### config.mk
export PLATFORM = sky130hd
export DESIGN_NAME = pipe_hazard_ctrl
export DESIGN_NICKNAME = d
export VERILOG_FILES = /design/src/rtl/pipe_ctrl_pkg.sv /design/src/rtl/load_use_detect.sv /design/src/rtl/pipe_hazard_ctrl.sv
export SDC_FILE = /design/constraint.sdc
export NUM_CORES = 1
export LEC_CHECK = 0
export ABC_AREA = 1
export CORE_MARGIN = 5
export CORE_UTILIZATION = 43
export DETAILED_ROUTE_END_ITERATION = 6
export GPL_TIMING_DRIVEN = 0
export PLACE_DENSITY = 0.77
export SLEW_MARGIN = 20
export SYNTH_ARGS = -nofsm -noshare
export SYNTH_HDL_FRONTEND = slang
export SYNTH_SLANG_ARGS = --single-unit
### constraint.sdc
create_clock -name clk -period 2 [get_ports clk]
set_clock_uncertainty 0.15 [all_clocks]
set_input_delay 0.3 -clock clk [delete_from_list [all_inputs] [get_ports clk]]
set_output_delay 0.3 -clock clk [all_outputs]
set_load 0.01 [all_outputs]
### src/rtl/pipe_ctrl_pkg.sv
// Shared definitions for the pipeline hazard controller and the pipeline top:
// FSM state encoding, default index width and the stall/flush bundle layout.
package pipe_ctrl_pkg;

  localparam int REG_IDX_W_DEFAULT = 3;
  localparam int MC_CNT_W          = 4;

  typedef enum logic {
    ST_IDLE    = 1'b0,
    ST_EX_BUSY = 1'b1
  } hazard_state_t;

  // Bit order of this bundle is shared with the pipeline top; do not reorder.
  typedef struct packed {
    logic f_stall;
    logic fd_stall;
    logic fd_flush;
    logic de_stall;
    logic de_flush;
    logic em_stall;
    logic em_flush;
    logic mw_stall;
    logic mw_flush;
  } hazard_ctrl_t;

endpackage

### src/rtl/load_use_detect.sv
// Combinational load-use comparator: decode reads a register that the load
// currently in EX has not produced yet.
module load_use_detect #(
  parameter int REG_IDX_W = pipe_ctrl_pkg::REG_IDX_W_DEFAULT
) (
  input  logic                 id_valid,
  input  logic [REG_IDX_W-1:0] id_src_a_idx,
  input  logic                 id_src_a_used,
  input  logic [REG_IDX_W-1:0] id_src_b_idx,
  input  logic                 id_src_b_used,
  input  logic                 ex_valid,
  input  logic                 ex_is_load,
  input  logic [REG_IDX_W-1:0] ex_dst_idx,
  output logic                 load_use
);

  logic hit_a;
  logic hit_b;

  assign hit_a    = id_src_a_used && (id_src_a_idx == ex_dst_idx);
  assign hit_b    = id_src_b_used && (id_src_b_idx == ex_dst_idx);
  assign load_use = id_valid && ex_valid && ex_is_load && (hit_a || hit_b);

endmodule

### src/rtl/pipe_hazard_ctrl.sv
// Central stall/flush sequencer for the F/D, D/EX, EX/M and M/WB registers,
// with multi-cycle EX tracking, a pending-redirect latch and a stall counter.
module pipe_hazard_ctrl
  import pipe_ctrl_pkg::*;
#(
  parameter int MC_LATENCY = 3,
  parameter int REG_IDX_W  = REG_IDX_W_DEFAULT,
  parameter int PERF_W     = 16
) (
  input  logic                 clk,
  input  logic                 rst,
  input  logic                 id_valid,
  input  logic [REG_IDX_W-1:0] id_src_a_idx,
  input  logic                 id_src_a_used,
  input  logic [REG_IDX_W-1:0] id_src_b_idx,
  input  logic                 id_src_b_used,
  input  logic                 ex_valid,
  input  logic                 ex_is_load,
  input  logic                 ex_multicycle,
  input  logic [REG_IDX_W-1:0] ex_dst_idx,
  input  logic                 br_redirect,
  input  logic                 m_valid,
  input  logic                 m_mem_req,
  input  logic                 m_mem_ready,
  output logic                 f_stall,
  output logic                 fd_stall,
  output logic                 fd_flush,
  output logic                 de_stall,
  output logic                 de_flush,
  output logic                 em_stall,
  output logic                 em_flush,
  output logic                 mw_stall,
  output logic                 mw_flush,
  output logic                 ctrl_busy,
  output logic [PERF_W-1:0]    stall_cycles
);

  // The first busy cycle is the start cycle itself, and the last is a release
  // cycle, so the counter covers MC_LATENCY-2 intermediate cycles.
  localparam logic [MC_CNT_W-1:0] MC_LOAD =
    (MC_LATENCY > 1) ? MC_CNT_W'(MC_LATENCY - 2) : '0;

  hazard_state_t       state_q, state_d;
  logic [MC_CNT_W-1:0] mc_cnt_q, mc_cnt_d;
  logic                pend_q, pend_d;
  logic [PERF_W-1:0]   stall_cnt_q;

  logic         mem_hold;
  logic         load_use;
  logic         mc_start;
  logic         mc_hold;
  logic         redir;
  hazard_ctrl_t ctrl;

  load_use_detect #(.REG_IDX_W(REG_IDX_W)) u_load_use (
    .id_valid      (id_valid),
    .id_src_a_idx  (id_src_a_idx),
    .id_src_a_used (id_src_a_used),
    .id_src_b_idx  (id_src_b_idx),
    .id_src_b_used (id_src_b_used),
    .ex_valid      (ex_valid),
    .ex_is_load    (ex_is_load),
    .ex_dst_idx    (ex_dst_idx),
    .load_use      (load_use)
  );

  assign mem_hold = m_valid && m_mem_req && !m_mem_ready;
  assign mc_start = (state_q == ST_IDLE) && ex_valid && ex_multicycle && (MC_LATENCY > 1);
  assign mc_hold  = mc_start || ((state_q == ST_EX_BUSY) && (mc_cnt_q != '0));
  assign redir    = br_redirect || pend_q;

  always_ff @(posedge clk or negedge rst) begin
    if (!rst) begin
      state_q     <= ST_IDLE;
      mc_cnt_q    <= '0;
      pend_q      <= 1'b0;
      stall_cnt_q <= '0;
    end else begin
      state_q  <= state_d;
      mc_cnt_q <= mc_cnt_d;
      pend_q   <= pend_d;
      if (ctrl.f_stall && (stall_cnt_q != '1))
        stall_cnt_q <= stall_cnt_q + 1'b1;
    end
  end

  // A memory wait freezes the sequencer and parks any redirect until it ends.
  always_comb begin
    state_d  = state_q;
    mc_cnt_d = mc_cnt_q;
    pend_d   = 1'b0;
    if (mem_hold) begin
      pend_d = pend_q || br_redirect;
    end else begin
      case (state_q)
        ST_IDLE: begin
          if (mc_start && !redir) begin
            state_d  = ST_EX_BUSY;
            mc_cnt_d = MC_LOAD;
          end
        end
        ST_EX_BUSY: begin
          if (redir || (mc_cnt_q == '0)) begin
            state_d  = ST_IDLE;
            mc_cnt_d = '0;
          end else begin
            mc_cnt_d = mc_cnt_q - 1'b1;
          end
        end
        default: begin
          state_d  = ST_IDLE;
          mc_cnt_d = '0;
        end
      endcase
    end
  end

  always_comb begin
    ctrl = '0;
    if (!rst) begin
      ctrl = '0;
    end else if (mem_hold) begin
      ctrl.f_stall  = 1'b1;
      ctrl.fd_stall = 1'b1;
      ctrl.de_stall = 1'b1;
      ctrl.em_stall = 1'b1;
      ctrl.mw_flush = 1'b1;
    end else if (redir) begin
      ctrl.fd_flush = 1'b1;
      ctrl.de_flush = 1'b1;
    end else if (mc_hold) begin
      ctrl.f_stall  = 1'b1;
      ctrl.fd_stall = 1'b1;
      ctrl.de_stall = 1'b1;
      ctrl.em_flush = 1'b1;
    end else if (load_use) begin
      ctrl.f_stall  = 1'b1;
      ctrl.fd_stall = 1'b1;
      ctrl.de_flush = 1'b1;
    end
  end

  assign f_stall      = ctrl.f_stall;
  assign fd_stall     = ctrl.fd_stall;
  assign fd_flush     = ctrl.fd_flush;
  assign de_stall     = ctrl.de_stall;
  assign de_flush     = ctrl.de_flush;
  assign em_stall     = ctrl.em_stall;
  assign em_flush     = ctrl.em_flush;
  assign mw_stall     = ctrl.mw_stall;
  assign mw_flush     = ctrl.mw_flush;
  assign ctrl_busy    = rst && ((state_q == ST_EX_BUSY) || pend_q);
  assign stall_cycles = stall_cnt_q;

endmodule

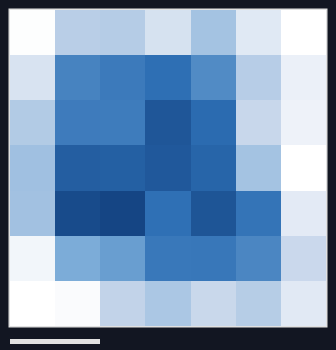
(run_1/util_map.png)
Scale bar: 20 µm. 7 x 7 tiles, from white (low) to dark blue (high), 0 to 100% covered.
mean over tiles	44%
emptiest ninth of the die	top right
densest ninth of the die	middle
tiles over 75% full	18%
nearly empty tiles	8.2%
floorplan utilization: 43.79%
final core utilization: 62.60%
core area: 0.003606 mm²

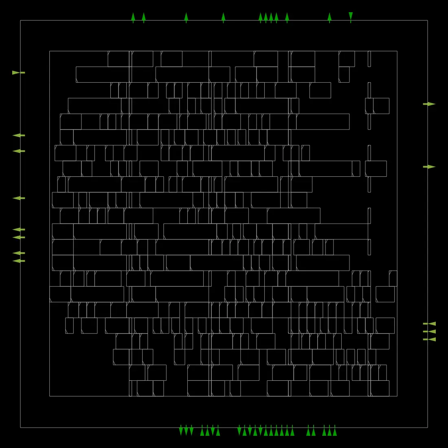
(run_1/placed.png)
filler cell count: 345
Seq/total area: 24.39%
Flop Count: 22

==> impl_metrics.ini, run 1 <==
; generated from flow reports
[pwr]
p_per_area_mw_per_mm2 = 606.1
total_power_mw = 1.368
combPwrFrac_pct = 39.5

[synth]
yosysCellCount = 230
ys.flops = 22
async_reset_ff_share_pct = 100.0
synth_cells = 230

[setup_path]
cp.arrival_ns = 1.69
path_cells = inv_2 -> ha_4 -> nand3_4 -> nand2_2 -> nand2_2 -> inv_2 -> nand2_1 -> nand2_1 -> nand2_2 -> buf_8 -> buf_6 -> buf_6
end_kind = output port
setup.worst_path.class = reg -> out
cp_slowest_stage_delay_ns = 0.40

[flow_run]
drv_cap = 0

[final_timing]
fmax_ghz = 0.4675
final-setup-viol-count = 4
hold_violations = 22
holdWs_ns = -0.01267
period_used_pct = 107.0
worst_slack_ns = -0.1393

[run_status]
violations = negative hold slack, negative setup slack
status = finished with violations

[die]
die-area_mm2 = 0.004984
rows = 22
die_h_um = 70.60

[global_routing]
grt_pass1_wl_um = 6610
antenna_found_initial = 0
grt_usage_pct = 15.99

[clock_tree]
clock_sinks = 22
path_clk_slew_ns = 0.08
insertion_delay_ns = 0.26

[place]
gp_congestion = 0.8353
placed_area_mm2 = 0.002085

[final_layout]
syn_to_final_growth_pct = 42.95

[detailed_routing]
drc = 0
dr.pass1.iters = 4
viasPerCell = 4.677
wl_per_cell_um = 11.70
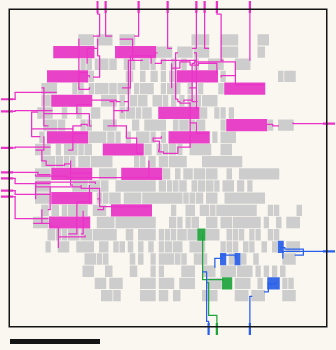
(run_1/port_trees.png)
Scale bar: 20 µm.
port	colour	direction	end cells	buffers	wire
`ex_valid`	green	input	2	1	26.8 µm
`id_src_b_idx`	blue	input	5	3	52.9 µm
`stall_cycles`	magenta	output	16	18	604 µm
I/O Buffers: 45
io pins: 47

run 1: flip-flops by register name (all words and copies together), names as in the netlist:
register,count
pend_q,1
state_q,1
stall_cycles,16
mc_cnt_q,4
run 1: power groups by stage:
stage | clock network [mW] | logic (mW) | registers (mW)
4_1_cts | 0.280 | 0.444 | 0.561
3_3_place_gp | 0 | 0.393 | 0.565
6_report | 0.277 | 0.540 | 0.550
3_5_place_dp | 0 | 0.401 | 0.566
2_1_floorplan | 0 | 0.207 | 0.574
5_1_grt | 0.294 | 0.595 | 0.561
run 1: cell usage in the layout, fill, tap and decap left out, drive strengths merged:
cell / count
nand2: 80
nor2: 30
buf: 29
nand3: 28
inv: 28
clkdlybuf4s50: 27
dfrtp: 22
dlygate4sd2: 11
xor2: 8
o21ai: 5
clkbuf: 5
nor3: 3
xnor2: 3
nand4: 3
a31oi: 2
ha: 2
or2: 1
and3: 1
o22ai: 1
nand3b: 1
nor3b: 1
nor4: 1
conb: 1
run 1: layout make-up:
type	count	area, µm²
inverter	28	105.1
fill	345	1349
clock buffer	3	41.29
sequential	22	550.5
buffer	8	68.82
tap	48	60.06
timing repair buffer	61	541.8
multi-input combinational	171	889.6
run 1: layer usage:
| layer | wire length, µm | track usage [%] | part of all wire (%) | vias up |
|---|---|---|---|---|
| li1 | - | - | - | 841 |
| met1 | 1823 | 21.34 | 46 | 729 |
| met2 | 2030 | 27.55 | 51 | 23 |
| met3 | 119 | 3.409 | 3.0 | 2 |
| met4 | 17 | 2.088 | 0.43 | 0 |
| met5 | 0 | 0 | 0 | - |
run 1: final timing paths:
check | depth (start not counted) | endpoint | slack, ns
max | 12 | fd_stall | -0.14
min | 2 | stall_cycles[12] | -0.01
max reg2reg | 14 | stall_cycles[1] | 0.06
min reg2reg | 2 | stall_cycles[7] | 0.38
max in group asynchronous | 2 | mc_cnt_q[2] | 1.37
min in group clk | 2 | stall_cycles[7] | 0.38
run 1: synthesized netlist by cell type (3+ instances only):
cell | number | area [µm²]
nor2_2 | 4 | 25.02
xor2_1 | 8 | 70.07
nand4_1 | 3 | 18.77
nor2_1 | 25 | 93.84
nand2_1 | 76 | 285.3
o21ai_0 | 5 | 25.02
dfrtp_1 | 22 | 550.5
inv_2 | 3 | 11.26
xnor2_1 | 3 | 26.28
nor3_1 | 3 | 15.01
nand2_2 | 3 | 18.77
inv_1 | 25 | 93.84
buf_4 | 4 | 30.03
nand3_1 | 24 | 120.1
nand3_2 | 4 | 40.04
run 1: cells by family (layout without fill, tap and decap cells):
kind of cell,Yosys count,in the layout,synth area share (%)
buffers and inverters,37,100,11.81
AND-OR/OR-AND,8,8,2.773
adder cells (fa/ha/maj),2,2,1.585
AND/OR/NAND/NOR,149,149,42.63
XOR/XNOR,11,11,6.102
other,1,1,0.2375
flip-flops,22,22,34.87
run 1: what timing repair did:
item,4_1_cts,5_1_grt
buffers inserted,7,8
gates resized,51,6
pin swaps,12,3
hold buffers,1,0
setup endpoints to repair,9,20
hold endpoints to repair,22,0
## Run 2: what changed since run 1
CAP_MARGIN = 30   (was unset)
REMOVE_ABC_BUFFERS = 1   (was unset)
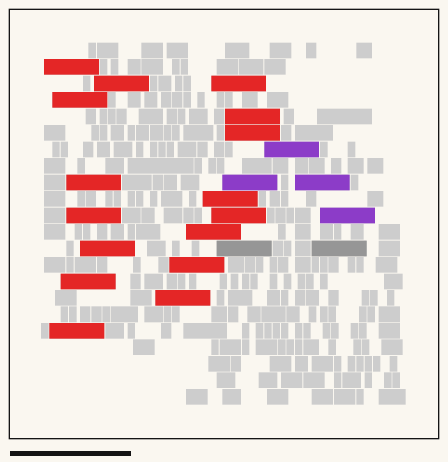
(run_2/ff_map.png)
Scale bar: 20 µm.
name in the netlist	colour	sequential cells
`stall_cycles`	red	16
`mc_cnt_q`	purple	4
not coloured	2
final core utilization: 61.45%
Seq/total area: 24.84%

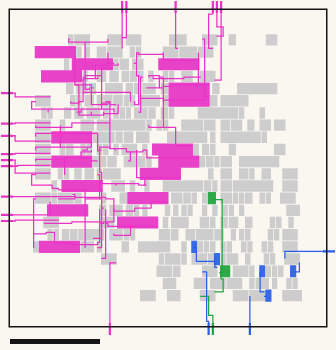
(run_2/port_trees.png)
Scale bar: 20 µm.
port	colour	direction	end cells	buffers	wire
`id_src_b_idx`	blue	input	5	3	49.8 µm
`ex_valid`	green	input	2	1	34.4 µm
`stall_cycles`	magenta	output	16	16	771 µm

==> run 2 against run 1 <==
Design area decreased by 1.8%. Worst setup slack improved by 0.14 ns. First-iteration DRC count increased by 49%. Wire length decreased by 2.2%. Clock power increased by 49%. The run still ends with negative hold slack, negative setup slack left. Largest cell class unchanged. Critical path depth decreased by 2. Utilization decreased by 1.1 points. Critical endpoint is now f_stall. Flip-flop count unchanged.
==> impl_metrics.ini, run 2 <==
; generated from flow reports
[synth]
top_cell_area_share_pct = 34.87
synth_cells = 230
async_reset_ff_share_pct = 100.0
synth_area_per_cell_um2 = 6.865
yosys_area_mm2 = 0.001579
yosysCellCount = 230
yosys.cell_count.top_type = nand2_1
ys_top_cells_by_count = nand2_1, inv_1, nor2_1
synth_warnings = 0
area_leaders = dfrtp_1, nand2_1, nand3_1
flop_cell = dfrtp_1
synth_area_leader_cell = dfrtp_1
ys.flops = 22

[clock_tree]
insertion_delay_ns = 0.26
clock_sinks = 22
cts_inserted_buffers = 3
htree_levels = 1
path_clk_slew_ns = 0.08
cts_root_buf = clkbuf_8

[final_layout]
fillCellCount = 337
largest_reg_flops = 16
drive_above_1_share_pct = 18.73
layout_top_cell = nand2_1
lay_top_cells = nand2_1, clkdlybuf4s50_1, nand3_1
n_antenna_cell = 0
syn_to_final_growth_pct = 40.33

[place]
placed_area_mm2 = 0.002003
gp_congestion = 0.7787
port_buffers = 45

[setup_path]
required_ns = 1.55
setup.worst_path.class = reg -> out
end_kind = output port
cp.arrival_ns = 1.55
start_kind = flip-flop

[die]
die-area_mm2 = 0.004984
die_h_um = 70.60
rows = 22
core_util_floorplan_pct = 43.79
core_mm2 = 0.003606
dieWidth_um = 70.60
io-pin-count = 47

[run_status]
status = finished with violations
violations = negative hold slack, negative setup slack

[final_timing]
final-setup-viol-count = 2
rsz0062_at_grt = yes
period_used_pct = 100.2
hold_violations = 22
maxSlewViolCount = 0
fmax_ghz = 0.4992
worst_slack_ns = -0.003244
fin_crit_ns = 2.003
holdWs_ns = -0.01402

[pwr]
p_int_mw = 1.003
power_frac_clock_pct = 28.8
combPwrFrac_pct = 32.1
p_sw_mw = 0.4302
vdd_ir_drop_max_uv = 431.2
p_sw_share_pct = 30.01
p_per_area_mw_per_mm2 = 646.9

[flow_run]
drv_cap = 0
warnings = 26

[detailed_routing]
wl_per_cell_um = 11.79
drc = 0
viasPerCell = 4.740
dr.pass1.iters = 5
vias = 1569

[global_routing]
grt_pass1_wl_um = 6720
grt_usage_pct = 16.32
antenna_found_initial = 0
grt_max_degree = 23
[run 2: area by class of cell]
cell class,instances,area [µm²],share of cell area [%]
clock buffers,3,41.29,1.863
clock inverters,1,30.03,1.355
inverters,28,105.1,4.743
multi-input cells,172,909.6,41.05
flip-flops and latches,22,550.5,24.84
well taps,48,60.06,2.710
repair buffers,57,519.2,23.43
[run 2: worst max-delay path, cell delays in order (launching register included)]
cell	delay, ns
dfrtp_1	0.40
inv_2	0.08
ha_4	0.15
nand3_4	0.09
nand2_2	0.08
nand2_1	0.06
inv_2	0.08
nand2_1	0.07
nand2_2	0.08
nand2_4	0.07
buf_6	0.12
[run 2: cell families (layout without fill, tap and decap cells)]
family	after synthesis	after routing	share of synthesized area [%]
other	1	1	0.2375
buffers and inverters	37	89	11.81
DFF	22	22	34.87
and+or+nand+nor	149	150	42.63
xor gates and xnor gates	11	11	6.102
AOI/OAI and AO/OA	8	8	2.773
adders and majority gates	2	2	1.585
[run 2: power by group through the flow]
stage / combinational (mW) / clock, mW / sequential (mW)
2_1_floorplan: 0.190 / 0 / 0.574
3_3_place_gp: 0.372 / 0 / 0.566
3_5_place_dp: 0.384 / 0 / 0.567
4_1_cts: 0.426 / 0.417 / 0.561
5_1_grt: 0.511 / 0.441 / 0.574
6_report: 0.460 / 0.412 / 0.561
[run 2: per-layer routing]
layer / track usage, % / vias up / wire length, µm
met5: 0 / - / 0
met2: 29.52 / 32 / 2022
met4: 2.714 / 0 / 38
met1: 19.98 / 712 / 1688
li1: - / 819 / -
met3: 3.977 / 6 / 153
[run 2: final timing paths]
kind / start / to / depth (start not counted) / slack [ns]
worst max-delay path: mc_cnt_q[0] / f_stall / 10 / -0.003
worst min-delay path: rst / stall_cycles[12] / 2 / -0.01
min in group clk: stall_cycles[7] / stall_cycles[7] / 2 / 0.39
worst max register to register: mc_cnt_q[0] / mc_cnt_q[3] / 12 / 0.05
worst min register to register: stall_cycles[7] / stall_cycles[7] / 2 / 0.39
max in group asynchronous: rst / stall_cycles[7] / 2 / 1.38
[run 2: through the flow]
step	total power [mW]	setup TNS [ns]	util [%]	hold slack (ns)	worst slack, ns
2_1_floorplan	0.7631	0	-	-0.1456	0.1936
4_1_cts	1.404	0	59.89	0.3846	0.003440
3_3_place_gp	0.9381	-29.00	55.69	0.3576	-1.622
3_5_place_dp	0.9510	-7.801	55.55	0.1722	-0.7426
6_report	1.433	-0.006083	61.45	-0.01402	-0.003244
5_1_grt	1.525	-0.3453	61.45	0.02816	-0.08591
[run 2: what timing repair did]
action / in CTS / in global routing
endpoints found under the hold margin: 22 / 0
setup endpoints to repair: 23 / 22
pin swaps: 1 / 4
setup buffers: 8 / 3
hold buffers: 1 / 0
cloned: 1 / 0
resized: 40 / 8
## Run 3: what changed since run 2
CAP_MARGIN = unset   (was 30)
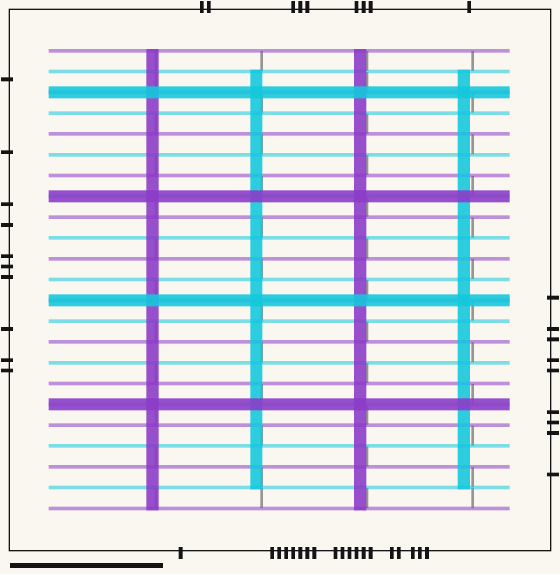
(run_3/floorplan.png)
Scale bar: 20 µm. Pins as bars on the die edge. Tap cells in grey.
net	colour
VDD	cyan
VSS	purple
met5 straps	4
rows	22
Die Span Y: 70.60 µm
maximum vdd drop: 431.2 µV

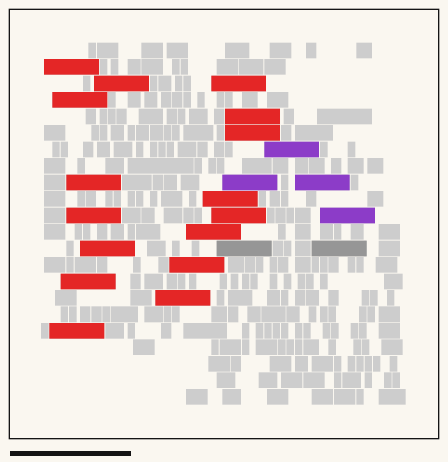
(run_3/ff_map.png)
Scale bar: 20 µm.
name in the netlist	colour	sequential cells
`stall_cycles`	red	16
`mc_cnt_q`	purple	4
not coloured	2
Register Area: 550.5 µm²
sequential logic power: 0.561 mW

==> run 3 against run 2 <==
The flow still finishes with violations (negative hold slack, negative setup slack). Sequential share of layout area unchanged. Worst setup slack unchanged. Utilization unchanged. Via count unchanged. Area after synthesis unchanged. Critical path type unchanged. Critical endpoint unchanged. Highest routed layer unchanged.
==> impl_metrics.ini, run 3 <==
; generated from flow reports
[run_status]
status = finished with violations
violations = negative hold slack, negative setup slack

[synth]
yosys.cell_count.top_type = nand2_1
ys_sh_xor_pct = 6.101
simple_gate_share_pct = 42.63
yosysCellCount = 230
area_leaders = dfrtp_1, nand2_1, nand3_1
ys_sh_aoi_pct = 2.773
synth_area_leader_cell = dfrtp_1
fa_ha_area_share_pct = 1.585
mux_share_pct = 0
top_cell_area_share_pct = 34.87
synth_cells = 230
synth_area_per_cell_um2 = 6.865
synth_warnings = 0
ys_top_cells_by_count = nand2_1, inv_1, nor2_1
async_reset_ff_share_pct = 100.0
ys.flops = 22
flop_cell = dfrtp_1

[final_layout]
lay_top_cells = nand2_1, clkdlybuf4s50_1, nand3_1
drive_above_1_share_pct = 18.73
syn_to_final_growth_pct = 40.33
nets = 307
largest_reg_flops = 16
layout_top_cell = nand2_1

[global_routing]
antenna_found_initial = 0
grt_max_degree = 23
grt_usage_pct = 16.32
grt_pass1_wl_um = 6720

[detailed_routing]
drc = 0
wl_per_cell_um = 11.79
dr.pass1.iters = 5
wirelength_um = 3902
viasPerCell = 4.740

[setup_path]
start_kind = flip-flop
rr_startpoint = mc_cnt_q[0]
cp_num_buf_inv = 3
critPathSlowestCell = dfrtp_1
cp_slowest_stage_delay_ns = 0.40
path_delay_family = simple AND/OR/NAND/NOR gates
cp.arrival_ns = 1.55
required_ns = 1.55
reg2reg_to = mc_cnt_q[3]
path_cells = inv_2 -> ha_4 -> nand3_4 -> nand2_2 -> nand2_1 -> inv_2 -> nand2_1 -> nand2_2 -> nand2_4 -> buf_6
setup.worst_path.class = reg -> out
worstSetupPathDepth = 10
end_kind = output port
crit_path_start = mc_cnt_q[0]

[die]
dieWidth_um = 70.60
core_util_floorplan_pct = 43.79
io-pin-count = 47
core_mm2 = 0.003606
rows = 22

[final_timing]
finalSetupTns_ns = -0.006083
holdWs_ns = -0.01402
period_used_pct = 100.2
rsz0062_at_grt = yes
final-setup-viol-count = 2
fmax_ghz = 0.4992
worst_slack_ns = -0.003244
hold_violations = 22
maxSlewViolCount = 0
fin_crit_ns = 2.003

[clock_tree]
htree_levels = 1
cts_root_buf = clkbuf_8
path_clk_slew_ns = 0.08
clock_sinks = 22
cts_inserted_buffers = 3

[flow_run]
drv_cap = 0
warnings = 26

[pwr]
p_per_area_mw_per_mm2 = 646.9
total_power_mw = 1.433

[place]
port_buffers = 45
[run 3: layout make-up]
| class | count | area, µm² |
|---|---|---|
| Clock buffer | 3 | 41.29 |
| Timing Repair Buffer | 57 | 519.2 |
| Multi-Input combinational cell | 172 | 909.6 |
| Fill cell | 337 | 1390 |
| Clock inverter | 1 | 30.03 |
| Tap cell | 48 | 60.06 |
| Inverter | 28 | 105.1 |
| Sequential cell | 22 | 550.5 |
[run 3: worst register-to-register path: stages (launching register included)]
cell and delay (ns):
dfrtp_1 0.37, inv_2 0.06, ha_4 0.17, nand3_4 0.09, nand2_2 0.06, buf_4 0.13
buf_4 0.12, buf_4 0.12, buf_4 0.12, buf_4 0.12, nor2_2 0.09, nor2_1 0.07
nor3b_1 0.20
[run 3: stage by stage]
stage | instances | worst slack, ns | utilization, % | area, µm²
after floorplan | 221 | 0.1936 | - | 1498
after global routing | 331 | -0.08591 | 61.45 | 2216
after global placement | 314 | -1.622 | 55.69 | 2008
after CTS | 328 | 0.003440 | 59.89 | 2160
after detailed placement | 314 | -0.7426 | 55.55 | 2003
final | 331 | -0.003244 | 61.45 | 2216
[run 3: timing repair]
action | in CTS | in global routing
gates cloned | 1 | 0
hold endpoints to repair | 22 | 0
resized | 40 | 8
pin swaps | 1 | 4
endpoints found under the setup margin | 23 | 22
setup buffers | 8 | 3
hold buffers | 1 | 0
[run 3: worst max path at each step]
stage,to,slack [ns]
floorplan,stall_cycles[9],0.19
global route,f_stall,-0.09
finish,f_stall,-0.003
detailed placement,f_stall,-0.74
global placement,f_stall,-1.62
CTS,f_stall,0.003
[run 3: kinds of logic after synthesis]
logic type	count (synthesis)
other	1
adder cells (fa/ha/maj)	2
flip-flops	22
XOR/XNOR	11
AND/OR/NAND/NOR	149
buffers and inverters	37
AND-OR/OR-AND	8
[run 3: layer usage]
layer  track usage, %  vias to the layer above  routed length [µm]
met5                0                        -                   0
met4            2.714                        0                  38
met3            3.977                        6                 153
li1                 -                      819                   -
met2            29.52                       32                2022
met1            19.98                      712                1688
[run 3: report_power, final]
| group | leakage (nW) | switching, mW | internal [mW] |
|---|---|---|---|
| combinational | 0.772 | 0.224 | 0.236 |
| clock | 0.0357 | 0.145 | 0.267 |
| sequential | 0.296 | 0.0616 | 0.500 |
Power and IR drop assume default switching activity.
